==> src/rtl/wb_pkg.sv <==
// Shared definitions for the writeback stage: FSM state encoding,
// default entry-field widths and reset constants.
package wb_pkg;

    // Skid-buffer occupancy / lifecycle states
    typedef enum logic [1:0] {
        ST_EMPTY  = 2'd0,
        ST_ONE    = 2'd1,
        ST_TWO    = 2'd2,
        ST_HALTED = 2'd3
    } wb_state_e;

    // Default entry-field widths
    localparam int DEF_DATA_W  = 16;
    localparam int DEF_RADDR_W = 3;

    // Reset constants
    localparam int              RETIRE_W   = 32;
    localparam logic [RETIRE_W-1:0] RETIRE_RST = 32'h0000_0000;
    localparam logic            READY_RST  = 1'b1;

    // An entry provides forwarding data only if it is live, writes, and matches
    function automatic logic entry_hit(input logic valid, input logic we, input logic addr_eq);
        return valid & we & addr_eq;
    endfunction

endpackage

==> src/rtl/wb_skid_buf.sv <==
// Two-entry in-order skid buffer for the writeback stage: occupancy FSM,
// push/pop control, HALT freeze and forwarding lookup.
// Entry 0 is always the head (oldest), entry 1 the tail.
module wb_skid_buf
    import wb_pkg::*;
#(
    parameter int DATA_W  = DEF_DATA_W,
    parameter int RADDR_W = DEF_RADDR_W
) (
    input  logic               clk,
    input  logic               rst,
    input  logic               push_valid,
    input  logic [DATA_W-1:0]  push_data,
    input  logic               push_we,
    input  logic [RADDR_W-1:0] push_rd,
    input  logic               push_halt,
    input  logic               rf_stall,
    output logic               in_ready,
    output logic               head_valid,
    output logic               head_we,
    output logic [RADDR_W-1:0] head_rd,
    output logic [DATA_W-1:0]  head_data,
    output logic               halted,
    input  logic [RADDR_W-1:0] fwd_raddr,
    output logic               fwd_hit,
    output logic [DATA_W-1:0]  fwd_data
);

    wb_state_e          state_r;
    wb_state_e          next_s;
    logic               ready_r;
    logic [DATA_W-1:0]  e0_data_r, e1_data_r;
    logic               e0_we_r, e1_we_r;
    logic [RADDR_W-1:0] e0_rd_r, e1_rd_r;
    logic               e0_halt_r, e1_halt_r;
    logic               head_valid_s, tail_valid_s, pop_s, halt_pop_s;
    logic               head_hit_s, tail_hit_s;
    logic               fwd_hit_s;
    logic [DATA_W-1:0]  fwd_data_s;

    assign head_valid_s = (state_r == ST_ONE) || (state_r == ST_TWO);
    assign tail_valid_s = (state_r == ST_TWO);
    assign pop_s        = head_valid_s & ~rf_stall;
    assign halt_pop_s   = pop_s & e0_halt_r;

    // Next occupancy state; a retiring HALT overrides everything else
    always_comb begin
        next_s = state_r;
        case (state_r)
            ST_EMPTY: begin
                if (push_valid) next_s = ST_ONE;
                else            next_s = ST_EMPTY;
            end
            ST_ONE: begin
                if (halt_pop_s)                 next_s = ST_HALTED;
                else if (push_valid && pop_s)   next_s = ST_ONE;
                else if (push_valid)            next_s = ST_TWO;
                else if (pop_s)                 next_s = ST_EMPTY;
                else                            next_s = ST_ONE;
            end
            ST_TWO: begin
                if (halt_pop_s)  next_s = ST_HALTED;
                else if (pop_s)  next_s = ST_ONE;
                else             next_s = ST_TWO;
            end
            ST_HALTED: next_s = ST_HALTED;
            default:   next_s = ST_EMPTY;
        endcase
    end

    // State register and registered ready, taken from the next state
    always_ff @(posedge clk or negedge rst) begin
        if (!rst) begin
            state_r <= ST_EMPTY;
            ready_r <= READY_RST;
        end else begin
            state_r <= next_s;
            ready_r <= (next_s == ST_EMPTY) || (next_s == ST_ONE);
        end
    end

    // Entry storage: fill head when it is (or is becoming) free, else tail; shift on pop
    always_ff @(posedge clk or negedge rst) begin
        if (!rst) begin
            e0_data_r <= '0;
            e0_we_r   <= 1'b0;
            e0_rd_r   <= '0;
            e0_halt_r <= 1'b0;
            e1_data_r <= '0;
            e1_we_r   <= 1'b0;
            e1_rd_r   <= '0;
            e1_halt_r <= 1'b0;
        end else begin
            case (state_r)
                ST_EMPTY: begin
                    if (push_valid) begin
                        e0_data_r <= push_data;
                        e0_we_r   <= push_we;
                        e0_rd_r   <= push_rd;
                        e0_halt_r <= push_halt;
                    end
                end
                ST_ONE: begin
                    if (push_valid && pop_s) begin
                        e0_data_r <= push_data;
                        e0_we_r   <= push_we;
                        e0_rd_r   <= push_rd;
                        e0_halt_r <= push_halt;
                    end else if (push_valid) begin
                        e1_data_r <= push_data;
                        e1_we_r   <= push_we;
                        e1_rd_r   <= push_rd;
                        e1_halt_r <= push_halt;
                    end
                end
                ST_TWO: begin
                    if (pop_s) begin
                        e0_data_r <= e1_data_r;
                        e0_we_r   <= e1_we_r;
                        e0_rd_r   <= e1_rd_r;
                        e0_halt_r <= e1_halt_r;
                    end
                end
                default: begin
                    e0_data_r <= e0_data_r;
                end
            endcase
        end
    end

    // Forwarding lookup: the younger (tail) match wins over the head
    always_comb begin
        fwd_hit_s  = 1'b0;
        fwd_data_s = '0;
        tail_hit_s = entry_hit(tail_valid_s, e1_we_r, e1_rd_r == fwd_raddr);
        head_hit_s = entry_hit(head_valid_s, e0_we_r, e0_rd_r == fwd_raddr);
        if (tail_hit_s) begin
            fwd_hit_s  = 1'b1;
            fwd_data_s = e1_data_r;
        end else if (head_hit_s) begin
            fwd_hit_s  = 1'b1;
            fwd_data_s = e0_data_r;
        end else begin
            fwd_hit_s  = 1'b0;
            fwd_data_s = '0;
        end
    end

    assign in_ready   = ready_r;
    assign head_valid = head_valid_s;
    assign head_we    = e0_we_r;
    assign head_rd    = e0_rd_r;
    assign head_data  = e0_data_r;
    assign halted     = (state_r == ST_HALTED);
    assign fwd_hit    = fwd_hit_s;
    assign fwd_data   = fwd_data_s;

endmodule

==> src/rtl/wb_stage_pipe.sv <==
// Buffered writeback stage: result-source mux, sticky select-error flag,
// register-file write drive and optional retire counter.
// Optional feature macro: WB_RETIRE_CNT_EN (retire counter; tied to zero when undefined).
module wb_stage_pipe
    import wb_pkg::*;
#(
    parameter int DATA_W  = DEF_DATA_W,
    parameter int NUM_SRC = 8,
    parameter int SEL_W   = 3,
    parameter int RADDR_W = DEF_RADDR_W
) (
    input  logic                      clk,
    input  logic                      rst,
    input  logic                      in_valid,
    output logic                      in_ready,
    input  logic [NUM_SRC*DATA_W-1:0] in_src,
    input  logic [SEL_W-1:0]          in_sel,
    input  logic                      in_we,
    input  logic [RADDR_W-1:0]        in_rd,
    input  logic                      in_halt,
    input  logic                      rf_stall,
    output logic                      rf_we,
    output logic [RADDR_W-1:0]        rf_waddr,
    output logic [DATA_W-1:0]         rf_wdata,
    input  logic [RADDR_W-1:0]        fwd_raddr,
    output logic                      fwd_hit,
    output logic [DATA_W-1:0]         fwd_data,
    output logic                      halted,
    output logic                      sel_err,
    output logic [31:0]               retire_cnt
);

    logic [DATA_W-1:0]  sel_data_s;
    logic               sel_bad_s;
    logic               push_s;
    logic               sel_err_r;
    logic               head_valid_s, head_we_s;
    logic [RADDR_W-1:0] head_rd_s;
    logic [DATA_W-1:0]  head_data_s;

    assign push_s = in_valid & in_ready;

    // Source mux; an out-of-range select yields zero data and flags an error
    always_comb begin
        sel_data_s = '0;
        sel_bad_s  = 1'b1;
        for (int k = 0; k < NUM_SRC; k++) begin
            if (int'(in_sel) == k) begin
                sel_data_s = in_src[k*DATA_W +: DATA_W];
                sel_bad_s  = 1'b0;
            end else begin
                sel_data_s = sel_data_s;
            end
        end
    end

    // Sticky select-error flag, set only by an accepted instruction
    always_ff @(posedge clk or negedge rst) begin
        if (!rst) begin
            sel_err_r <= 1'b0;
        end else if (push_s && sel_bad_s) begin
            sel_err_r <= 1'b1;
        end
    end

    wb_skid_buf #(
        .DATA_W  (DATA_W),
        .RADDR_W (RADDR_W)
    ) u_skid (
        .clk        (clk),
        .rst        (rst),
        .push_valid (push_s),
        .push_data  (sel_data_s),
        .push_we    (in_we),
        .push_rd    (in_rd),
        .push_halt  (in_halt),
        .rf_stall   (rf_stall),
        .in_ready   (in_ready),
        .head_valid (head_valid_s),
        .head_we    (head_we_s),
        .head_rd    (head_rd_s),
        .head_data  (head_data_s),
        .halted     (halted),
        .fwd_raddr  (fwd_raddr),
        .fwd_hit    (fwd_hit),
        .fwd_data   (fwd_data)
    );

    assign rf_we    = head_valid_s & head_we_s & ~rf_stall;
    assign rf_waddr = head_rd_s;
    assign rf_wdata = head_data_s;
    assign sel_err  = sel_err_r;

`ifdef WB_RETIRE_CNT_EN
    logic [31:0] retire_cnt_r;
    logic        pop_s;

    assign pop_s = head_valid_s & ~rf_stall;

    // Count every retired entry, including non-writing ones and HALT
    always_ff @(posedge clk or negedge rst) begin
        if (!rst) begin
            retire_cnt_r <= RETIRE_RST;
        end else if (pop_s) begin
            retire_cnt_r <= retire_cnt_r + 32'd1;
        end
    end

    assign retire_cnt = retire_cnt_r;
`else
    assign retire_cnt = 32'h0000_0000;
`endif

endmodule

==> config.mk <==
export PLATFORM = sky130hd
export DESIGN_NAME = wb_stage_pipe
export DESIGN_NICKNAME = d
export VERILOG_FILES = /design/src/rtl/wb_pkg.sv /design/src/rtl/wb_skid_buf.sv /design/src/rtl/wb_stage_pipe.sv
export SDC_FILE = /design/constraint.sdc
export NUM_CORES = 1
export LEC_CHECK = 0
export CAP_MARGIN = 20
export CORE_MARGIN = 2
export CORE_UTILIZATION = 46
export CTS_BUF_LIST = sky130_fd_sc_hd__clkbuf_8
export DETAILED_ROUTE_END_ITERATION = 8
export GPL_TIMING_DRIVEN = 0
export HOLD_SLACK_MARGIN = 0.06
export PLACE_DENSITY = 0.93
export SLEW_MARGIN = 20
export SYNTH_ARGS = -nofsm -noshare
export SYNTH_HDL_FRONTEND = slang
export SYNTH_HIERARCHICAL = 1
export SYNTH_SLANG_ARGS = --single-unit
export TNS_END_PERCENT = 1
==> constraint.sdc <==
create_clock -name clk -period 5.9 [get_ports clk]
set_input_delay 1.77 -clock clk [delete_from_list [all_inputs] [get_ports clk]]
set_output_delay 1.77 -clock clk [all_outputs]
set_load 0.03 [all_outputs]
Fig. 1: run 1, logic cells by family
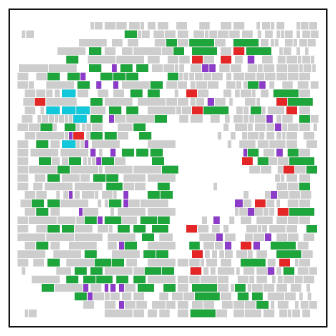
legend:
  red:
    family: non-inverting ao/oa cells
    cells: 18
  cyan:
    family: fa/ha/maj cells
    cells: 6
  purple:
    family: nand cells
    cells: 40
  green:
    family: mux cells
    cells: 111
    where: spread over the die

Fig. 2: run 1, met3 routing
Bar = 20 µm.
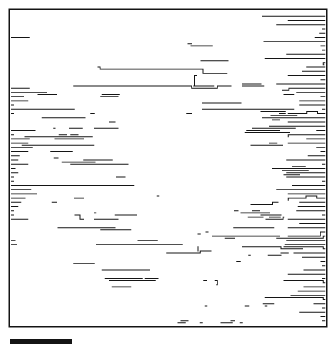
share of all routed wire: 9.9%
longest straight run: 39.3 µm
main direction: horizontal
wire length on this layer: 1520 µm
nets with wire on the layer: 175

Fig. 3: run 1, signal wires on met2
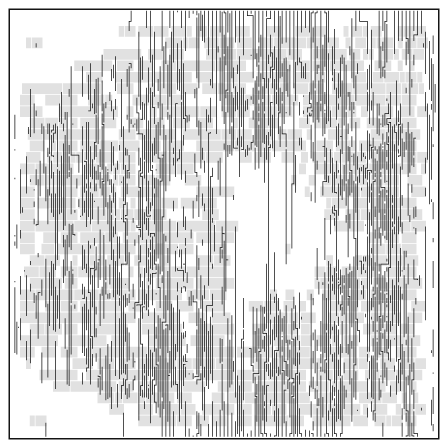
longest straight run: 54.4 µm
wire length on this layer: 7890 µm
nets with wire on the layer: 723
share of all routed wire: 51%
main direction: vertical

==> summary.json, run 1 <==
{
  "outcome": {
    "outcome": "complete, no violations"
  },
  "finish": {
    "bufAreaShareNonClock": 0.345,
    "num-nonclk-inverters": 6,
    "final_cell_count_no_fill": 765,
    "largestClassByArea": "combinational gates",
    "fillerInstances": 659,
    "ff_latch_area_um2": 1150
  },
  "critical_path": {
    "cp_max_fo": 10,
    "category_of_the_critical_setup_timing_path": "in2out",
    "worst_setup_path_end_kind": "output pin",
    "critPathMostFrequentCell": "sky130_fd_sc_hd__clkdlybuf4s50_1",
    "worstRegToRegCells": 9,
    "timing.critical_path.from_type": "primary input"
  },
  "job": {
    "max_cap_violations": 0,
    "openroad.warnings": 31
  },
  "grt": {
    "gr-usage-met1": 0.328
  },
  "drt": {
    "drtAntennaViolNets": 0,
    "drt_wl_total_um": 15400,
    "met2RoutedLength_um": 7890,
    "drt_first_pass_iters": 5
  },
  "clock_network": {
    "cts_num_sinks": 46,
    "cts_setup_buffers": 0,
    "clock_tree_from_tritoncts": "done"
  },
  "final_timing": {
    "slew_headroom": 0.531,
    "achievable-frequency_ghz": 0.171,
    "final_max_slew_viol_count": 0,
    "clock_skew_ns": 0.00667,
    "timing_worst_slew_pin_value_ns": 0.704,
    "setup_viol_count_final": 0
  },
  "synthesis": {
    "yosys_register_bits": 46,
    "synth-edff-count": 0,
    "ys_sh_mux": 0.326,
    "netlist.top_cell.by_instances": "sky130_fd_sc_hd__mux2_2",
    "max_area_cell_share": 0.257
  },
  "power": {
    "clock_power_share": 0.089,
    "netSwitchingPower_mw": 0.870
  },
  "die": {
    "floorplan.die.height_um": 102
  }
}
## run 1: power groups by stage
stage	logic (mW)	clock network [mW]	registers [mW]
6_report	1.24	0.180	0.596
5_1_grt	1.32	0.196	0.613
4_1_cts	1.23	0.183	0.591
3_5_place_dp	1.23	0	0.594
3_3_place_gp	1.18	0	0.579
2_1_floorplan	0.670	0	0.687
## run 1: sequential cells by signal (all words and copies together) (netlist names)
register,flops
u_skid/e1_data_r,16
u_skid/head_data,16
u_skid/e1_rd_r,3
u_skid/head_rd,3
u_skid/state_r,2
sel_err,1
u_skid/e0_halt_r,1
u_skid/e1_halt_r,1
u_skid/e1_we_r,1
u_skid/head_we,1
u_skid/in_ready,1
## run 1: timing repair
item,4_1_cts,5_1_grt
gates resized,8,4
hold buffers,0,0
endpoints found under the setup margin,9,3
Fig. 4: run 1, sequential cells colored by netlist name
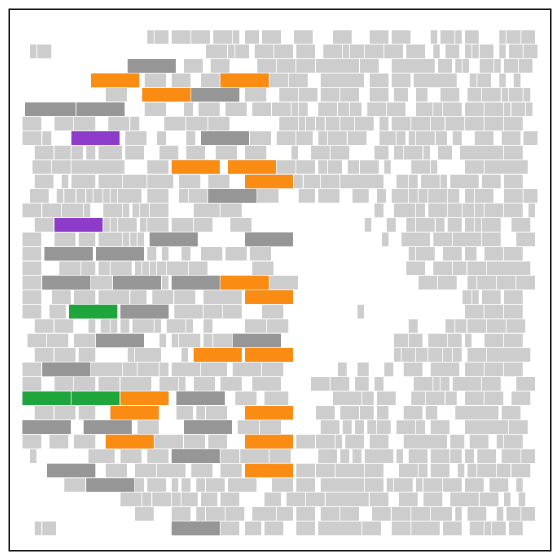

==> inputs of run 2 (changes only) <==
Settings changed: PLACE_DENSITY 0.93 to 0.95, SKIP_LAST_GASP set to 1.
Fig. 5: run 2, sequential cells colored by netlist name
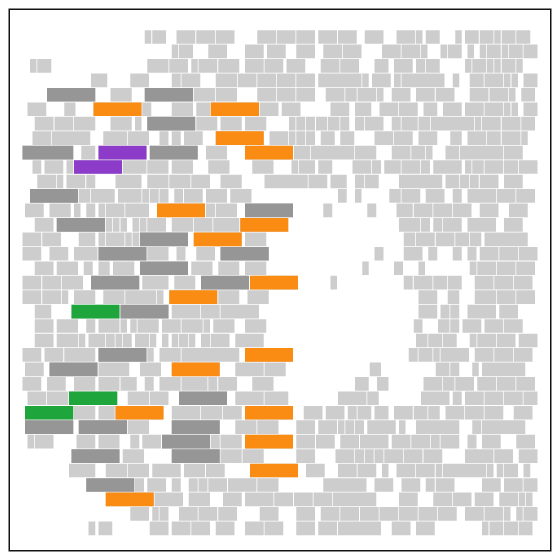
legend:
  purple:
    signal: u_skid/state_r
    placed_flops: 2
  orange:
    signal: u_skid/e1_data_r
    placed_flops: 16
  green:
    signal: u_skid/head_rd
    placed_flops: 3
not colored: 25

==> run 2 against run 1 <==
The run now ends with setup timing left. Utilization grew 0.32 points. Hold slack worse by 0.0041 ns. First-iteration DRC count down 14%. Wire length down 2.7%. Die size unchanged. Highest routed layer unchanged. Area after synthesis unchanged. Sequential cell count is the same.
==> summary.json, run 2 <==
{
  "outcome": {
    "outcome": "finished with violations",
    "violations_in_the_final_reports": "setup timing"
  },
  "drt": {
    "drt_first_pass_iters": 4,
    "met2RoutedLength_um": 7610,
    "drtAntennaViolNets": 0
  },
  "synthesis": {
    "max_area_cell_share": 0.257,
    "ys_sh_mux": 0.326,
    "yosys_register_bits": 46,
    "netlist.top_cell.by_instances": "sky130_fd_sc_hd__mux2_2",
    "synth-edff-count": 0,
    "postSynth.topFlopCell": "sky130_fd_sc_hd__dfrtp_1",
    "async_reset_ff_frac": 1.00
  },
  "critical_path": {
    "critPathMostFrequentCell": "sky130_fd_sc_hd__clkdlybuf4s50_1",
    "worst_setup_path_end_kind": "output pin",
    "category_of_the_critical_setup_timing_path": "in2out",
    "timing.critical_path.from_type": "primary input",
    "cp_max_fo": 10
  },
  "job": {
    "max_cap_violations": 0,
    "openroad.warnings": 32
  },
  "power": {
    "pg_clk_mw": 0.234,
    "p_seq_mw": 0.593,
    "netSwitchingPower_mw": 0.881,
    "comb-power_mw": 1.25,
    "clock_power_share": 0.112,
    "top_power_group": "combinational cells"
  },
  "finish": {
    "num-nonclk-inverters": 6,
    "finish.instance_area_um2": 6620,
    "bufAreaShareNonClock": 0.343,
    "ff_latch_area_um2": 1150,
    "fillerInstances": 640,
    "largestClassByArea": "combinational gates"
  },
  "die": {
    "fp_util": 0.475,
    "floorplan.die.height_um": 102
  },
  "clock_network": {
    "clock_tree_from_tritoncts": "done",
    "cts.repair.resized": 4,
    "cts_setup_buffers": 0,
    "cts_num_sinks": 46
  },
  "final_timing": {
    "timing_worst_slew_pin_value_ns": 0.744,
    "clock_skew_ns": 0.0100,
    "smallest_setup_slack_after_layout_ns": -0.110,
    "setup_viol_count_final": 7,
    "achievable-frequency_ghz": 0.166,
    "slew_headroom": 0.504
  },
  "grt": {
    "gr-usage-met1": 0.325
  }
}
==> run 2: cell counts after synthesis <==
No cell type changed its count.
==> run 2: path summary, 6_finish.rpt <==
kind | startpoint | endpoint | slack [ns] | cells after the start
setup / recovery | fwd_raddr[0] | fwd_data[14] | -0.11 | 7
hold / removal | sel_err$_DFFE_PN0P_ | sel_err$_DFFE_PN0P_ | 0.46 | 1
setup reg to reg | u_skid/state_r[0]$_DFF_PN0_ | u_skid/e1_rd_r[1]$_DFFE_PN0P_ | 2.74 | 9
hold reg to reg | sel_err$_DFFE_PN0P_ | sel_err$_DFFE_PN0P_ | 0.46 | 1
max in group asynchronous | rst | u_skid/e1_data_r[9]$_DFFE_PN0P_ | 3.96 | 2
min in group asynchronous | rst | u_skid/head_data[3]$_DFFE_PN0P_ | 1.42 | 1
Power is estimated from default activity; no workload was simulated.
